Figure 1. Signal wires on met1 (run 1).
(4 px per µm) Supply wires on this layer in gray. Cells faint in the background.
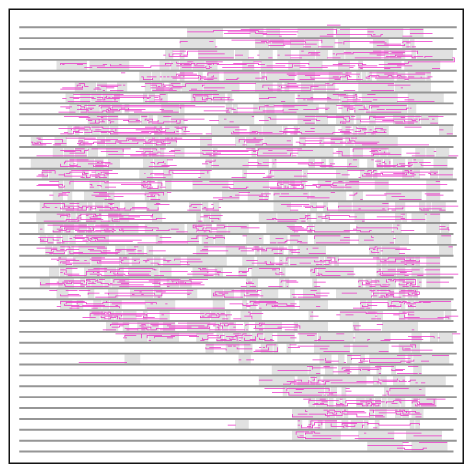
Figure 2. Where the registers sit (run 1).
(4 px per µm) Other sequential cells in the stronger gray, the rest of the logic in the fainter gray.
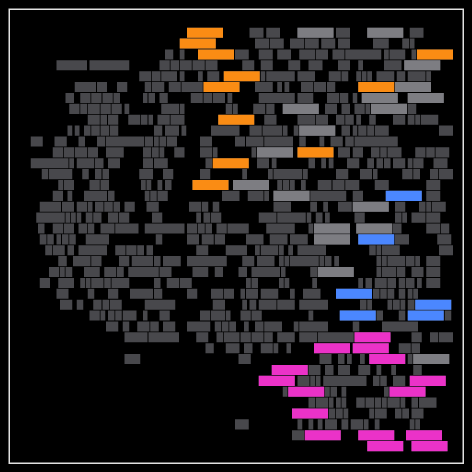
Figure 3. M4 wires (run 1).
(4 px per µm) Supply wires on this layer in gray.
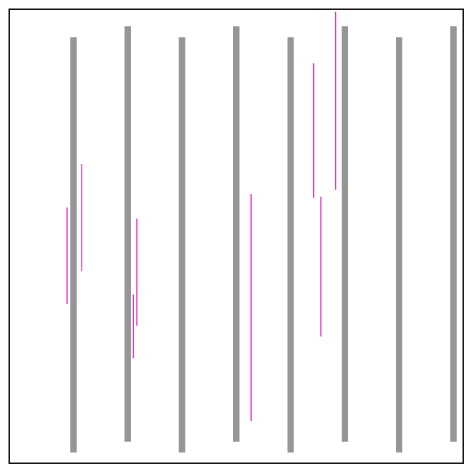
Figure 4. Wiring by layer (run 1).
(4 px per µm) Two of the layers only.
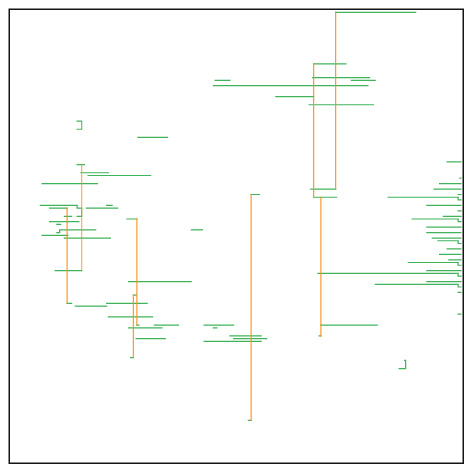
`config.mk`:
```
export PLATFORM = sky130hd
export DESIGN_NAME = alarm_sequencer
export DESIGN_NICKNAME = d
export VERILOG_FILES = /design/src/rtl/alarm_sequencer_pkg.sv /design/src/rtl/buzzer_tone_gen.sv /design/src/rtl/alarm_sequencer.sv
export SDC_FILE = /design/constraint.sdc
export NUM_CORES = 1
export LEC_CHECK = 0
export CORE_MARGIN = 2
export CORE_UTILIZATION = 40
export DETAILED_ROUTE_END_ITERATION = 7
export PLACE_DENSITY = 0.64
export SKIP_LAST_GASP = 1
export SYNTH_ARGS = -nofsm -noshare
export SYNTH_HDL_FRONTEND = slang
export SYNTH_SLANG_ARGS = --single-unit
```
`constraint.sdc`:
```
create_clock -name CLK -period 6.6 [get_ports CLK]
set_clock_uncertainty 0.15 [all_clocks]
set_input_delay 0.66 -clock CLK [delete_from_list [all_inputs] [get_ports CLK]]
set_output_delay 0.66 -clock CLK [all_outputs]
set_load 0.02 [all_outputs]
```
`src/rtl/alarm_sequencer_pkg.sv`:
```
// Shared encodings for the alarm clock: sequencer and display FSM states, time field widths.
// Latency: n/a (definitions only); backpressure: none.
package alarm_sequencer_pkg;

   localparam int HH_W = 5;
   localparam int MM_W = 6;
   localparam int SS_W = 6;

   localparam int MIN_PER_HOUR = 60;
   localparam int MIN_PER_DAY  = 1440;

   localparam logic [1:0] ST_IDLE   = 2'd0;
   localparam logic [1:0] ST_RING   = 2'd1;
   localparam logic [1:0] ST_SNOOZE = 2'd2;

   localparam logic [1:0] DISP_TIME   = 2'd0;
   localparam logic [1:0] DISP_ALARM  = 2'd1;
   localparam logic [1:0] DISP_SET_HH = 2'd2;
   localparam logic [1:0] DISP_SET_MM = 2'd3;

   typedef struct packed {
      logic [HH_W-1:0] hh;
      logic [MM_W-1:0] mm;
   } hhmm_t;

endpackage

```
`src/rtl/buzzer_tone_gen.sv`:
```
// Square-wave tone source: output toggles every TONE_DIV cycles while enabled, held low otherwise.
// Latency: tone gated combinationally by en; backpressure: none.
module buzzer_tone_gen #(
   parameter int TONE_DIV = 25000
) (
   input  logic clk,
   input  logic rst_n,
   input  logic en,
   output logic tone
);

   localparam int DIV_W = (TONE_DIV > 1) ? $clog2(TONE_DIV) : 1;
   localparam logic [DIV_W-1:0] DIV_LAST = DIV_W'(TONE_DIV - 1);

   logic [DIV_W-1:0] div_q, div_d;
   logic             tone_q, tone_d;

   always_comb begin
      div_d  = div_q;
      tone_d = tone_q;
      if (!en) begin
         div_d  = '0;
         tone_d = 1'b0;
      end else if (div_q == DIV_LAST) begin
         div_d  = '0;
         tone_d = ~tone_q;
      end else begin
         div_d = div_q + DIV_W'(1);
      end
   end

   always_ff @(posedge clk or negedge rst_n) begin
      if (!rst_n) begin
         div_q  <= '0;
         tone_q <= 1'b0;
      end else begin
         div_q  <= div_d;
         tone_q <= tone_d;
      end
   end

   // Gating with en silences the piezo the moment ringing stops or an odd second begins.
   assign tone = tone_q & en;

endmodule

```
`src/rtl/alarm_sequencer.sv`:
```
// Alarm FSM (idle/ring/snooze) with snooze target tracking, ring timeout and beeping buzzer.
// Latency: status outputs one cycle after the deciding edge; backpressure: none (pulse inputs).
module alarm_sequencer
   import alarm_sequencer_pkg::*;
#(
   parameter int TONE_DIV     = 25000,
   parameter int SNOOZE_MIN   = 5,
   parameter int SNOOZE_MAX   = 3,
   parameter int RING_TIMEOUT = 60
) (
   input  logic       CLK,
   input  logic       RESETN,
   input  logic       TICK_1HZ,
   input  logic [4:0] CUR_HH,
   input  logic [5:0] CUR_MM,
   input  logic [5:0] CUR_SS,
   input  logic [4:0] ALM_HH,
   input  logic [5:0] ALM_MM,
   input  logic       ALM_EN,
   input  logic       STOP_BTN,
   input  logic       SNOOZE_BTN,
   output logic       BUZZER,
   output logic       RINGING,
   output logic       SNOOZED,
   output logic [1:0] SNOOZE_CNT
);

   localparam int RS_W = (RING_TIMEOUT > 1) ? $clog2(RING_TIMEOUT + 1) : 1;
   localparam logic [RS_W-1:0] RS_LIMIT = RS_W'(RING_TIMEOUT);
   localparam logic [1:0]      SNZ_MAX  = 2'(SNOOZE_MAX);

   // Minute-of-day addition with hour carry and midnight wrap.
   function automatic hhmm_t time_add(input hhmm_t t, input logic [11:0] add_min);
      logic [12:0] total;
      logic [12:0] wrapped;
      hhmm_t       r;
      total   = 13'(t.hh) * 13'(MIN_PER_HOUR) + 13'(t.mm) + 13'(add_min);
      wrapped = total % 13'(MIN_PER_DAY);
      r.hh    = HH_W'(wrapped / 13'(MIN_PER_HOUR));
      r.mm    = MM_W'(wrapped % 13'(MIN_PER_HOUR));
      return r;
   endfunction

   logic [1:0]      state_q, state_d;
   logic [1:0]      snooze_cnt_q, snooze_cnt_d;
   logic [RS_W-1:0] ring_sec_q, ring_sec_d;
   hhmm_t           trig_q, trig_d;
   hhmm_t           target_q, target_d;
   logic            ringing_q, ringing_d;
   logic            snoozed_q, snoozed_d;

   logic            at_minute_start;
   logic            alarm_hit;
   logic            snooze_hit;
   logic            cancel_req;
   logic            snooze_ok;
   logic [1:0]      snooze_cnt_inc;
   logic [RS_W-1:0] ring_sec_inc;
   logic            tone_en;

   assign at_minute_start = TICK_1HZ && (CUR_SS == '0);
   assign alarm_hit       = at_minute_start && ALM_EN &&
                            (CUR_HH == ALM_HH) && (CUR_MM == ALM_MM);
   assign snooze_hit      = at_minute_start &&
                            (CUR_HH == target_q.hh) && (CUR_MM == target_q.mm);
   assign cancel_req      = STOP_BTN || !ALM_EN;
   assign snooze_ok       = SNOOZE_BTN && (snooze_cnt_q < SNZ_MAX);
   assign snooze_cnt_inc  = snooze_cnt_q + 2'd1;
   assign ring_sec_inc    = ring_sec_q + RS_W'(1);

   always_comb begin
      state_d      = state_q;
      snooze_cnt_d = snooze_cnt_q;
      ring_sec_d   = ring_sec_q;
      trig_d       = trig_q;
      target_d     = target_q;
      case (state_q)
         ST_IDLE: begin
            if (alarm_hit) begin
               state_d      = ST_RING;
               snooze_cnt_d = 2'd0;
               ring_sec_d   = '0;
               trig_d       = '{hh: ALM_HH, mm: ALM_MM};
            end
         end
         ST_RING: begin
            // Stop outranks snooze when both arrive together.
            if (cancel_req) begin
               state_d    = ST_IDLE;
               ring_sec_d = '0;
            end else if (snooze_ok) begin
               state_d      = ST_SNOOZE;
               snooze_cnt_d = snooze_cnt_inc;
               ring_sec_d   = '0;
               target_d     = time_add(trig_q, 12'(SNOOZE_MIN) * {10'd0, snooze_cnt_inc});
            end else if (TICK_1HZ) begin
               if (ring_sec_inc == RS_LIMIT) begin
                  state_d    = ST_IDLE;
                  ring_sec_d = '0;
               end else begin
                  ring_sec_d = ring_sec_inc;
               end
            end
         end
         ST_SNOOZE: begin
            if (cancel_req) begin
               state_d = ST_IDLE;
            end else if (snooze_hit) begin
               state_d    = ST_RING;
               ring_sec_d = '0;
            end
         end
         default: begin
            state_d = ST_IDLE;
         end
      endcase
      ringing_d = (state_d == ST_RING);
      snoozed_d = (state_d == ST_SNOOZE);
   end

   always_ff @(posedge CLK or negedge RESETN) begin
      if (!RESETN) begin
         state_q      <= ST_IDLE;
         snooze_cnt_q <= 2'd0;
         ring_sec_q   <= '0;
         trig_q       <= '0;
         target_q     <= '0;
         ringing_q    <= 1'b0;
         snoozed_q    <= 1'b0;
      end else begin
         state_q      <= state_d;
         snooze_cnt_q <= snooze_cnt_d;
         ring_sec_q   <= ring_sec_d;
         trig_q       <= trig_d;
         target_q     <= target_d;
         ringing_q    <= ringing_d;
         snoozed_q    <= snoozed_d;
      end
   end

   // Beep on even ring-seconds only.
   assign tone_en = (state_q == ST_RING) && !ring_sec_q[0];

   buzzer_tone_gen #(
      .TONE_DIV(TONE_DIV)
   ) u_tone (
      .clk  (CLK),
      .rst_n(RESETN),
      .en   (tone_en),
      .tone (BUZZER)
   );

   assign RINGING    = ringing_q;
   assign SNOOZED    = snoozed_q;
   assign SNOOZE_CNT = snooze_cnt_q;

endmodule

```
==> results.rst, run 1 <==
Synthesis and place-and-route
=============================

.. list-table::
   :header-rows: 1

   * - Metric
     - Value
   * - Outcome
     - complete, but fails checks
   * - Violated checks
     - DRC
   * - Buffers added on ports
     - 38
   * - Insertion delay to the later sink of the worst-skew pair
     - 0.29 ns
   * - Resize count post-CTS
     - 0
   * - Data required time at the worst endpoint
     - 6.64 ns
   * - Number of signal-net buffers in the layout
     - 65
   * - Post-layout min period
     - 6.33 ns
   * - Largest stage delay on the critical path
     - 0.53 ns
   * - Count of multi-input combinational gates
     - 451
   * - Number of global-route vias before repair
     - 4196
   * - Clock group power
     - 343 µW
   * - Clk slew on worst S/H paths
     - 0.07 ns
   * - Final hold viol count
     - 0
   * - Synthesized cell area
     - 0.00476 mm²
   * - H-tree depth
     - 2
   * - Synth top area share
     - 26.3%
   * - Timing startpoint of the critical path
     - trig_q[6]$_DFFE_PN0P_
   * - Horiz. Die Dim
     - 113 µm
   * - Internal power summed over all cells
     - 565 µW
   * - Remaining global-route overflow
     - 0
   * - Std-Cell Core Area
     - 0.0115 mm²
   * - Sw frac
     - 20.3%
   * - Setup slack after placement
     - 0.0427 ns
   * - Area of the multi-input gates
     - 0.00347 mm²
   * - Routed wirelength normalized by instance count
     - 16.5 µm
   * - Portion of total power attributed to combinational logic
     - 8.4%
   * - Number of clock sinks
     - 50
   * - Post-synthesis average cell area
     - 8.60 µm²
   * - Number of distinct library cells after synthesis
     - 85
   * - Switching power
     - 144 µW
   * - Layout Cell Area excl Fill
     - 0.00581 mm²
   * - Floorplan Utilization
     - 41.4%
   * - Final net count
     - 680
   * - Number of remaining DRC errors
     - 5
   * - Number of instances in the placed design
     - 739
   * - Post-DRT Antenna Nets
     - 0
   * - Power share of the sequential group
     - 43.2%
   * - Reg-to-reg setup timing slack
     - 0.27 ns
   * - Number of warnings in the stage logs
     - 31
   * - R2R cell count
     - 22
   * - Overall Global Routing Usage
     - 19.5%
   * - Logic gate fraction of the total cell area
     - 59.8%
   * - Hold crit path type
     - in -> async
   * - Estimated wirelength of the detail-placed design
     - 9.82 mm
   * - Sequential cell count of the final layout
     - 50
   * - Critical Path Source Type
     - register
   * - Element type at the critical path end
     - register
   * - Register Area
     - 0.00125 mm²
   * - Quantity of hold-fixing buffers added after cts
     - 0
   * - Post-synth EDFFs
     - 0
   * - Largest net degree at the start of global routing
     - 42
   * - Non-clock buffer contribution to total cell area
     - 9.95%
   * - CLK BUF
     - 6
   * - FF+latch count, synth
     - 50
   * - Detailed-router iteration count before antenna repair
     - 8
About Figure 1:
The layer carries 5830 µm of wire. The wires run mostly horizontal. The longest straight run is 29.9 µm.
via total after detailed routing: 4370
total detailed-routing wirelength: 12.4 mm
met1 capacity usage during global routing: 27.5%

About Figure 2:
Key: blue = `ring_sec_q` [placed flops 6]; magenta = `u_tone.div_q` [placed flops 15, where lower right]; orange = `target_q` [placed flops 11, where top center]
Final Core Density: 50.5%
register fraction of the total cell area: 21.5%
power dissipated in sequential cells: 306 µW

About Figure 3:
The layer carries 261 µm of wire. The wires run mostly vertical. The longest straight run is 56.4 µm. 7 nets have wire on it.

About Figure 4:
Key: orange = met4 [wire length 261 µm]; green = met3 [wire length 579 µm]

## run 1: state kept, by name, indices dropped and copies added, names as in the netlist
name,cells
RINGING,1
SNOOZED,1
SNOOZE_CNT,2
ring_sec_q,6
state_q,2
target_q,11
trig_q,11
u_tone.div_q,15
u_tone.tone_q,1
## run 1: layer usage
layer	up-vias	wire [µm]	global-route usage, %
met1	2085	5820	27.5
met5	-	0	0
met3	18	578	2.20
li1	2151	-	-
met2	116	5710	31.5
met4	0	261	6.34
## run 1: logic make-up after synthesis
kind of cell / Yosys count / synth area share, %
AOI/OAI and AO/OA: 152 / 25.6
muxes: 5 / 1.18
and+or+nand+nor: 202 / 21.0
buffers and inverters: 53 / 4.36
DFF: 50 / 26.3
adders and majority gates: 38 / 11.7
xor gates and xnor gates: 54 / 9.93
Figure 5. Congestion heat map (run 1).
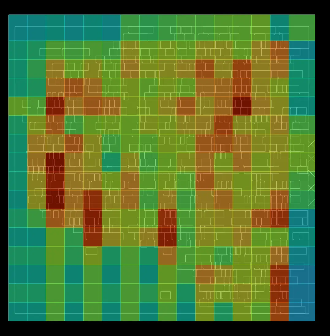

--- run 2 (diff from run 1) ---
- MAX_ROUTING_LAYER: not set -> met4
- clock period: 6.6 -> 5.2 ns (I/O delays scaled with it)
Figure 6. Congestion heat map (run 2).
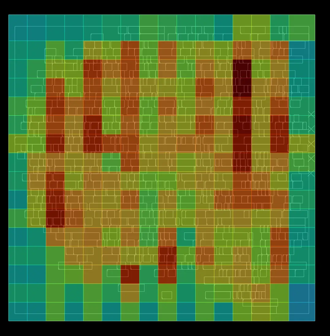
met1 capacity usage during global routing: 28.3%
Overall Global Routing Usage: 23.2%

Figure 7. Where the registers sit (run 2).
(4 px per µm) Other sequential cells in the stronger gray, the rest of the logic in the fainter gray.
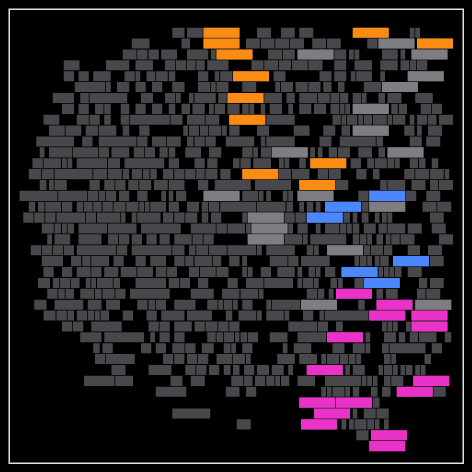
Register Area: 0.00125 mm²
register fraction of the total cell area: 17.8%
Final Core Density: 61.2%
power dissipated in sequential cells: 389 µW

==> results.rst, run 2 <==
Synthesis and place-and-route
=============================

.. list-table::
   :header-rows: 1

   * - Metric
     - Value
   * - Count of multi-input combinational gates
     - 451
   * - Share of flip-flops with an asynchronous set or reset
     - 100%
   * - Critical Path Source Type
     - register
   * - Detailed-router iteration count before antenna repair
     - 7
   * - Post-synthesis average cell area
     - 8.60 µm²
   * - Final net count
     - 788
   * - Number of instances in the placed design
     - 841
   * - Portion of total power attributed to combinational logic
     - 10.3%
   * - Buffers added on ports
     - 38
   * - Met3 wirelength from detailed routing
     - 426 µm
   * - Setup slack after placement
     - -1.02 ns
   * - CLK BUF
     - 7
   * - Fraction of final layout cells sized beyond drive strength 1
     - 33.6%
   * - H-tree depth
     - 2
   * - Crit path setup slack, layout
     - -0.789 ns
   * - Violated checks
     - DRC, setup timing
   * - Sw frac
     - 21.2%
   * - Number of clock sinks
     - 50
   * - Number of global-route vias before repair
     - 5029
   * - Clock group power
     - 365 µW
   * - Non-clock buffer contribution to total cell area
     - 20.6%
   * - Number of distinct library cells after synthesis
     - 85
   * - Number of warnings in the stage logs
     - 34
   * - Clk slew on worst S/H paths
     - 0.06 ns
   * - Logic gate fraction of the total cell area
     - 54.9%
   * - Flip-flop count of the largest register after layout
     - 15
   * - Final hold viol count
     - 0
   * - Met3 track utilization from global routing
     - 1.93%
   * - Internal power summed over all cells
     - 662 µW
   * - Quantity of hold-fixing buffers added after cts
     - 0
   * - Horiz. Die Dim
     - 113 µm
   * - Post-layout min period
     - 5.99 ns
   * - Largest net degree at the start of global routing
     - 51
   * - Non-clock inverters
     - 35
   * - Count of endpoints failing setup in the final report
     - 9
   * - Top routing layer in use
     - met4
   * - Remaining global-route overflow
     - 0
   * - Hold crit path type
     - in -> async
   * - Post-DRT Antenna Nets
     - 0
   * - Sequential cell count of the final layout
     - 50
   * - Switching power
     - 178 µW
   * - Number of remaining DRC errors
     - 5
   * - Data required time at the worst endpoint
     - 5.23 ns
   * - Initial antenna violation count
     - 0
   * - Top reg by flops
     - u_tone.div_q
   * - Floorplan Utilization
     - 41.4%
   * - Insertion delay to the later sink of the worst-skew pair
     - 0.29 ns
   * - Outcome
     - complete, but fails checks
   * - Number of signal-net buffers in the layout
     - 173
   * - Global-route layer with the greatest usage
     - met2
   * - Synthesized cell area
     - 0.00476 mm²
   * - Estimated wirelength of the detail-placed design
     - 10.8 mm
   * - FF+latch count, synth
     - 50
   * - Wire length the detailed router placed on met1
     - 6.14 mm
   * - Met2 track demand over resource in global routing
     - 41.2%
   * - R2R cell count
     - 23
Figure 8. Wiring by layer (run 2).
(4 px per µm) Two of the layers only.
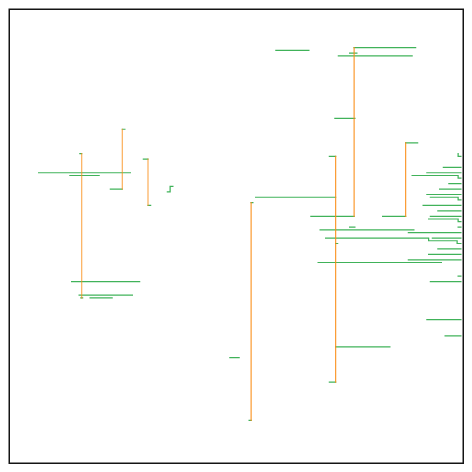
Key: orange = met4 [wire length 234 µm]; green = met3 [wire length 426 µm]
routed wirelength normalized by instance count: 16.4 µm
via total after detailed routing: 4805
total detailed-routing wirelength: 14.1 mm

==> run 2: cell families (layout without fill, tap and decap cells) <==
| kind of cell | count (synthesis) | in the layout | share of synthesized area (%) |
|---|---|---|---|
| AOI/OAI and AO/OA | 152 | 152 | 25.6 |
| xor gates and xnor gates | 54 | 54 | 9.93 |
| adders and majority gates | 38 | 38 | 11.7 |
| buffers and inverters | 53 | 216 | 4.36 |
| DFF | 50 | 50 | 26.3 |
| muxes | 5 | 5 | 1.18 |
| and+or+nand+nor | 202 | 202 | 21.0 |
==> run 2: what timing repair did <==
action,4_1_cts,5_1_grt
endpoints found under the setup margin,9,9
setup buffers,9,3
pin swaps,35,27
gates resized,53,25
Power figures rest on the tool's default switching activity, not on a simulated workload.
